[src/rtl/fwd_hazard_ctrl.sv]
// Forwarding and load-use hazard controller for a 5-stage pipeline.
// Operand-mux selects are decided at decode against a private EX/MEM destination shadow and registered into EX.
module fwd_hazard_ctrl #(
    parameter int unsigned REG_AW = 5,
    parameter int unsigned CNT_W  = 16
) (
    input  logic              clk,
    input  logic              reset,
    input  logic              id_valid,
    input  logic [REG_AW-1:0] id_rs1,
    input  logic [REG_AW-1:0] id_rs2,
    input  logic              id_use_rs1,
    input  logic              id_use_rs2,
    input  logic [REG_AW-1:0] id_rd,
    input  logic              id_reg_write,
    input  logic              id_mem_read,
    input  logic              ex_flush,
    output logic [1:0]        forward_a,
    output logic [1:0]        forward_b,
    output logic              stall,
    output logic              idex_bubble,
    output logic [CNT_W-1:0]  stall_cnt
);
    localparam logic [1:0] SEL_RF    = 2'b00;
    localparam logic [1:0] SEL_WB    = 2'b01;
    localparam logic [1:0] SEL_EXMEM = 2'b10;

    // The WB stage needs no shadow: register-file write-before-read covers it.
    logic              ex_valid;
    logic [REG_AW-1:0] ex_rd;
    logic              ex_reg_write;
    logic              ex_mem_read;
    logic              mem_valid;
    logic [REG_AW-1:0] mem_rd;
    logic              mem_reg_write;

    logic              ex_prod;
    logic              mem_prod;
    logic              load_use;
    logic [1:0]        fa_next;
    logic [1:0]        fb_next;

    // Youngest producer wins; x0 never matches because producers exclude rd==0.
    function automatic logic [1:0] pick_sel(
        input logic              use_src,
        input logic [REG_AW-1:0] rs,
        input logic              ex_p,
        input logic [REG_AW-1:0] ex_d,
        input logic              mem_p,
        input logic [REG_AW-1:0] mem_d
    );
        logic [1:0] sel;
        sel = SEL_RF;
        if (use_src && ex_p && (ex_d == rs)) begin
            sel = SEL_EXMEM;
        end else if (use_src && mem_p && (mem_d == rs)) begin
            sel = SEL_WB;
        end
        return sel;
    endfunction

    always_comb begin
        ex_prod     = ex_valid & ex_reg_write & (ex_rd != '0);
        mem_prod    = mem_valid & mem_reg_write & (mem_rd != '0);
        load_use    = id_valid & ex_valid & ex_mem_read & (ex_rd != '0) &
                      ((id_use_rs1 & (ex_rd == id_rs1)) | (id_use_rs2 & (ex_rd == id_rs2)));
        stall       = load_use & ~ex_flush;
        idex_bubble = stall | ex_flush;
        fa_next     = SEL_RF;
        fb_next     = SEL_RF;
        if (id_valid && !idex_bubble) begin
            fa_next = pick_sel(id_use_rs1, id_rs1, ex_prod, ex_rd, mem_prod, mem_rd);
            fb_next = pick_sel(id_use_rs2, id_rs2, ex_prod, ex_rd, mem_prod, mem_rd);
        end
    end

    always_ff @(posedge clk) begin
        if (reset) begin
            ex_valid      <= 1'b0;
            ex_rd         <= '0;
            ex_reg_write  <= 1'b0;
            ex_mem_read   <= 1'b0;
            mem_valid     <= 1'b0;
            mem_rd        <= '0;
            mem_reg_write <= 1'b0;
            forward_a     <= SEL_RF;
            forward_b     <= SEL_RF;
            stall_cnt     <= '0;
        end else begin
            mem_valid     <= ex_valid;
            mem_rd        <= ex_rd;
            mem_reg_write <= ex_reg_write;
            ex_valid      <= id_valid & ~idex_bubble;
            ex_rd         <= id_rd;
            ex_reg_write  <= id_reg_write;
            ex_mem_read   <= id_mem_read;
            forward_a     <= fa_next;
            forward_b     <= fb_next;
            if (stall && (stall_cnt != '1)) begin
                stall_cnt <= stall_cnt + CNT_W'(1);
            end
        end
    end
endmodule
[config.mk]
export PLATFORM = sky130hd
export DESIGN_NAME = fwd_hazard_ctrl
export DESIGN_NICKNAME = d
export VERILOG_FILES = /design/src/rtl/fwd_hazard_ctrl.sv
export SDC_FILE = /design/constraint.sdc
export NUM_CORES = 1
export LEC_CHECK = 0
export ABC_AREA = 1
export CAP_MARGIN = 5
export CELL_PAD_IN_SITES_DETAIL_PLACEMENT = 0
export CELL_PAD_IN_SITES_GLOBAL_PLACEMENT = 1
export CORE_AREA = 2 2 77 79
export CTS_CLUSTER_DIAMETER = 30
export DETAILED_ROUTE_END_ITERATION = 16
export DIE_AREA = 0 0 79 81
export PLACE_DENSITY_LB_ADDON = 0.1
export SYNTH_ARGS = -nofsm -noshare
export SYNTH_HDL_FRONTEND = slang
export SYNTH_SLANG_ARGS = --single-unit
[constraint.sdc]
create_clock -name clk -period 2.28 [get_ports clk]
set_clock_uncertainty 0.1 [all_clocks]
set_input_delay 0.456 -clock clk [delete_from_list [all_inputs] [get_ports clk]]
set_output_delay 0.456 -clock clk [all_outputs]
set_load 0.005 [all_outputs]
==> notes.md <==
Figures from the flow reports.

Run status:
- The flow ran to the end, and the final reports show no timing, DRC or antenna violations.

Detailed routing:
- The run puts the starting DRC count in detailed routing at 54.
- The run puts the average via count per standard cell at roughly 4.2.
- The run puts the via count at between 1500 and 2000.
- The run puts the final antenna-violating net count at 0.
- The run gives the total iterations of the first detailed-routing run as 4.
- The run puts the total wire length at 4.50 mm.
- Per the detail_route report, DRC violations left total 0.

Global route:
- The run gives the via count of the first global-routing pass as 1674.
- Entering global routing, the biggest net connects 16 pins.
- For this run, the total global-route usage over all layers was measured as 0.152.
- The run gives the initial antenna violation count as 0.
- Per the GRT congestion report, total overflow comes to 0.
- The first global-routing pass estimated 7.58 mm of wire.

STA:
- The tightest hold path in the finished design has a slack of 0.338 ns.
- The run gives the setup slack after layout as approximately 0.086 ns.
- The run gives the maximum operating frequency as ~0.46 GHz.
- For the pin with the worst max-slew slack, the measured transition is 0.321 ns.
- The run puts the total of endpoints with negative setup slack in the final report at 0.
- The run gives the total count of hold-check failures in the final report as 0.
- The final timing summary puts the cycle share of the worst path at 0.962.
- The run puts the sum of negative setup slack at 0 ns.
- The max-slew check reports its worst relative slack as 0.785.
- Setup repair after global routing left no endpoint under its margin.
- The run puts the final tally of max-slew violations at 0.
- The run gives the clock period minus worst slack as 2.19 ns.

Final layout:
- The run puts the number of inserted diodes at 0.
- In the layout the commonest cells are 82 x sky130_fd_sc_hd__nand2_1, 73 x sky130_fd_sc_hd__nor2_1, 41 x sky130_fd_sc_hd__inv_1.
- The run gives the post-layout net count as 382.
- The run gives the area added between synthesis and finish as 41.6%.
- The run puts the fraction of layout instances using a drive strength above 1 at 0.126.
- The run puts the finished layout cell area at around 2500 um2.
- By instance count after routing, the leading logic cell type is sky130_fd_sc_hd__nand2_1.

Logic synthesis:
- The commonest register cell is sky130_fd_sc_hd__dfxtp_1.
- The run gives the post-synthesis async set-or-reset flop share as 0.
- The run puts the mean area per synthesized cell at 6.19 um2.
- The run gives the flip-flop and latch count after synthesis as 35.
- By area the synthesized netlist is led by sky130_fd_sc_hd__dfxtp_1 39%, sky130_fd_sc_hd__nand2_1 17%, sky130_fd_sc_hd__nor2_1 16%, sky130_fd_sc_hd__inv_1 8.5%, sky130_fd_sc_hd__nand3_1 3.9%.
- The run gives the proportion of netlist area held by the largest area contributor as 0.389.
- The run puts the post-synthesis sequential area ratio at 0.389.
- The run puts the number of nets at floorplan at about 320.
- Per the Yosys statistics, synthesis produced 291 cells.
- The largest total area in the synthesized netlist belongs to sky130_fd_sc_hd__dfxtp_1.
- The run gives the post-synth design cell area as roughly 1800 um2.
- The run gives the yosys synthesis chip area as ~1800 um2.
- The run gives the number of enable flip-flop cells as 0.
- The run gives the number of warnings reported in the yosys synthesis log as 0.
- The synthesized netlist contains 26 unique library cells.
- The run puts the number of standard cells after synthesis at around 290.

Floorplanning:
- The floorplan step records an initial core utilization of 0.317.
- The run puts the height of the chip at 81 um.
- Per the OpenROAD floorplan log, the width of the die is 79 um.
- Pin placement for this block handled 45 I/O pins.
- The die covers 6400 um2.
- The run gives the number of standard-cell rows in the floorplan as 28.
- The core region is 5680 um2.

Job:
- The run puts the count of max-cap constraint violations at 0.
- The run puts the count of warning messages emitted by the tools at 26.

Place:
- The run gives the area after detailed placement as roughly 2400 um2.
- The placement summary gives the final routability congestion estimate as between 0.8 and 0.9.
- The run gives the number of buffers inserted by port buffering as 44.
- The run puts the post-place setup slack at -0.458 ns.
- Note, the detailed placer reported a final HPWL of 3.46 mm.

Critical path:
- The run puts the maximum cell stage delay along the critical path at 0.25 ns.
- The run gives the maximum fanout along the worst path as 3.
- Among cell families on the critical path, the largest total delay comes from buffers and inverters.
- Data on the critical path arrives at its endpoint at 1.64 ns.
- The run puts the count of buffer and inverter cells on the critical path at 5.
- The worst setup path is captured at an output port.
- The run gives the startpoint kind of the worst setup timing path as a primary input.
- The cell sequence reported for the critical path is dlygate4sd2_1 -> inv_1 -> nand2_1 -> nand2_1 -> nor2_1 -> nand3_1 -> nand2_2 -> buf_4 -> nand3_2 -> inv_1 -> clkdlybuf4s15_2.
- The largest individual stage delay along the critical path comes from the cell sky130_fd_sc_hd__dlygate4sd2_1.
- STA puts the critical path data required time at 1.72 ns.
- The critical path is of the in -> out type.

Power and ir drop:
- The run gives the leakage power as 1.20 nW.
- The run puts the proportion of power drawn by combinational gates at 0.110.
- Of the total power, the clock network draws 0.372.
- The analysis reports a worst IR drop on VDD of 281 uV.
- The run puts the switching portion of total power at 0.240.
- Per the summary, power density relative to cell area is 480 nW/um2.
- The run gives the internal portion of total power as 0.930 mW.
- The switching component of the power was reported as 0.294 mW.
- The run puts the part of the power in registers at 0.518.

CTS:
- The run puts the clock sink count at 35.
- The run gives the maximum count of clock buffers along a single path as 2.
- The tree is rooted in a sky130_fd_sc_hd__clkbuf_8.
- The run gives the clock-pin slew on the worst setup and hold paths as around 0.06 ns.
- The run puts the depth of the CTS H-tree at 2.
- The run gives the number of CTS-inserted buffers as 5.
- TritonCTS built the clock tree.

Hold path:
- The type recorded for the worst min-delay path is reg -> reg.
-- metal layers --
metal,GRT usage,wire (um),vias up
met5,0,0,-
met4,0.0621,69,0
met3,0.0300,214,5
met2,0.230,1830,33
met1,0.213,2390,782
li1,-,-,1012
-- cell type report --
class	count	area [um2]
well taps	75	93.8
repair buffers	63	569
clock inverters	1	5.00
flip-flops and latches	35	706
fillers	641	3130
inverters	45	169
clock buffers	6	82.6
multi-input cells	208	925
-- kinds of logic after synthesis --
group,after synthesis,share of synthesized area
compound gates,9,0.0285
xor+xnor,7,0.0341
fa+ha+maj,1,0.00695
buf+inv,48,0.104
flops,35,0.389
simple gates,191,0.437
-- tightest hold or removal path: stages, from the launching register on --
cell and delay (ns):
sky130_fd_sc_hd__dfxtp_1 0.32, sky130_fd_sc_hd__inv_1 0.05, sky130_fd_sc_hd__nor2_1 0.03
-- sequential cells by signal, summed over array words and instances (netlist names) --
| signal | cells |
|---|---|
| ex_mem_read | 1 |
| mem_valid | 1 |
| forward_a | 2 |
| forward_b | 2 |
| ex_rd | 5 |
| stall_cnt | 16 |
| ex_reg_write | 1 |
| ex_valid | 1 |
| mem_rd | 5 |
| mem_reg_write | 1 |
-- cells in the mapped netlist, types with 2 or more instances --
cell	n
sky130_fd_sc_hd__nor3_1	4
sky130_fd_sc_hd__xor2_1	6
sky130_fd_sc_hd__a21oi_1	3
sky130_fd_sc_hd__nand3_1	14
sky130_fd_sc_hd__inv_1	41
sky130_fd_sc_hd__or2_2	2
sky130_fd_sc_hd__nand2_1	82
sky130_fd_sc_hd__dfxtp_1	35
sky130_fd_sc_hd__nand4_1	8
sky130_fd_sc_hd__inv_2	4
sky130_fd_sc_hd__o22ai_1	2
sky130_fd_sc_hd__nor2_1	76
-- per-stage QoR --
step	util	cells	power, mW
floorplan	-	291	0.707
global placement	0.429	423	0.788
detailed placement	0.429	423	0.787
CTS	0.446	432	1.25
global route	0.449	433	1.28
finish	0.449	433	1.22
-- power by group through the flow --
stage	clock network, mW	logic (mW)	registers [mW]
global route	0.495	0.152	0.636
CTS	0.481	0.135	0.634
detailed placement	0	0.139	0.648
global placement	0	0.139	0.648
floorplan	0	0.0617	0.645
finish	0.455	0.135	0.635
-- path summary, 6_finish.rpt --
| path | start | to | slack, ns | cells after the start |
|---|---|---|---|---|
| hold / removal | ex_reg_write | mem_reg_write | 0.34 | 2 |
| hold reg to reg | ex_reg_write | mem_reg_write | 0.34 | 2 |
| setup / recovery | id_rs2[1] | stall | 0.09 | 11 |
| setup reg to reg | stall_cnt[0] | stall_cnt[11] | 0.39 | 9 |
-- timing repair --
item                                    in CTS  in global routing
buffers inserted                             2                  1
endpoints found under the setup margin       2                  1
resized                                     19                  6
cloned                                       0                  0
hold buffers                                 0                  0
pin swaps                                    7                  3
Clock wires, drivers and flops:
Drawn at 8 px/um.
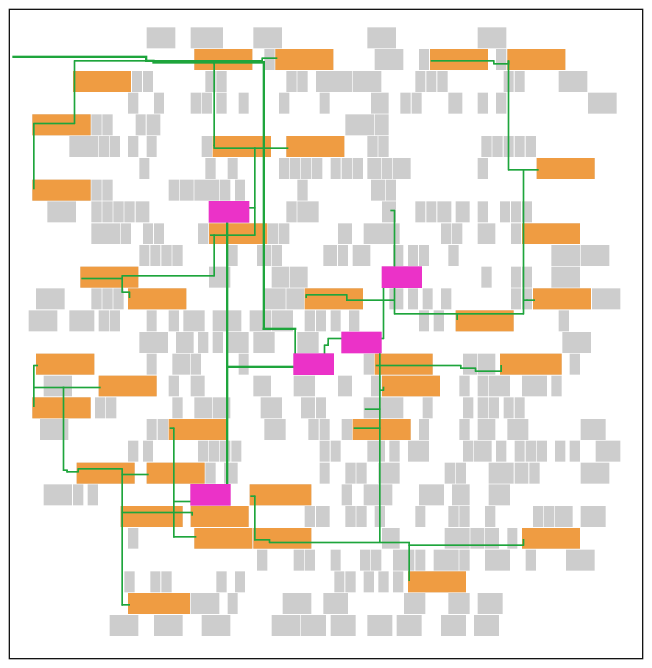
[clock wires] green | length: 527 um
[flip-flops] orange | count: 35
[clock-net drivers] magenta | count: 5
routed clock nets	6
flops lie	spread over the die
latest clock arrival within the worst-skew pair: 0.28 ns
power in the clock group: 0.455 mW

Cells coloured by class:
Drawn at 6 px/um. Fill, decap, tap and diode cells in grey.
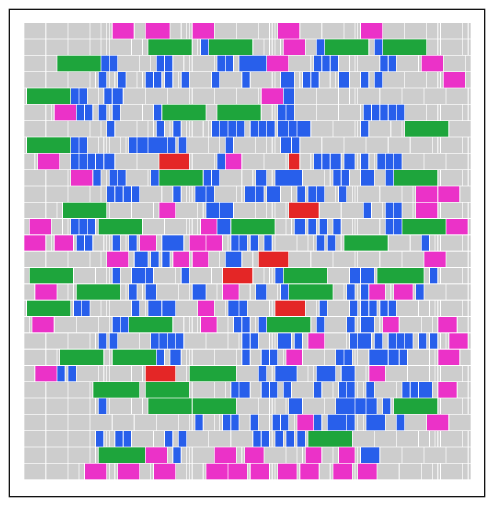
class	colour	cells	share of their area
remaining logic cells	blue	253	45%
remaining buffers and delay cells	magenta	63	23%
clock drivers and dummy loads	red	7	3.6%
registers	green	35	29%

Routing congestion:
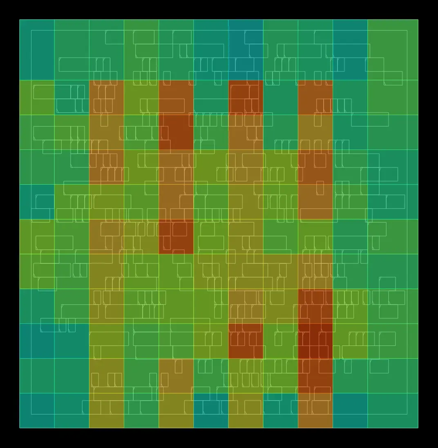
most utilized layer in the global route result: met2
routed wire length per instance: 10.4 um
share of the core filled with cells in the final layout: 0.449

Power grid:
Drawn at 4 px/um. Pins as bars on the die edge.
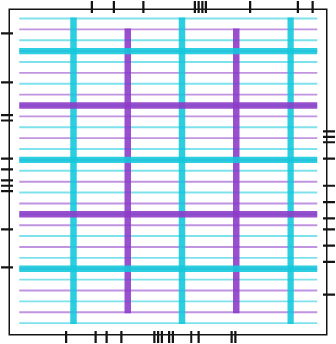
net	colour
VDD	purple
VSS	cyan
met5 straps	5
rows	28

Where the registers sit:
Drawn at 6 px/um. Other sequential cells in the stronger grey, the rest of the logic in the fainter grey.
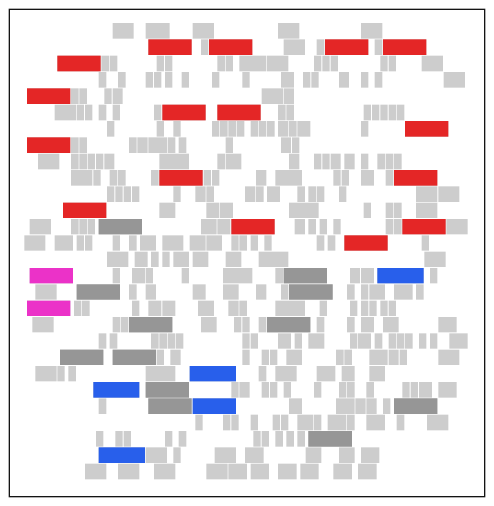
netlist name	colour	flops
stall_cnt	red	16
forward_a	magenta	2
ex_rd	blue	5
not coloured	12

No activity file was given, so power comes from the tool's default toggle rates.
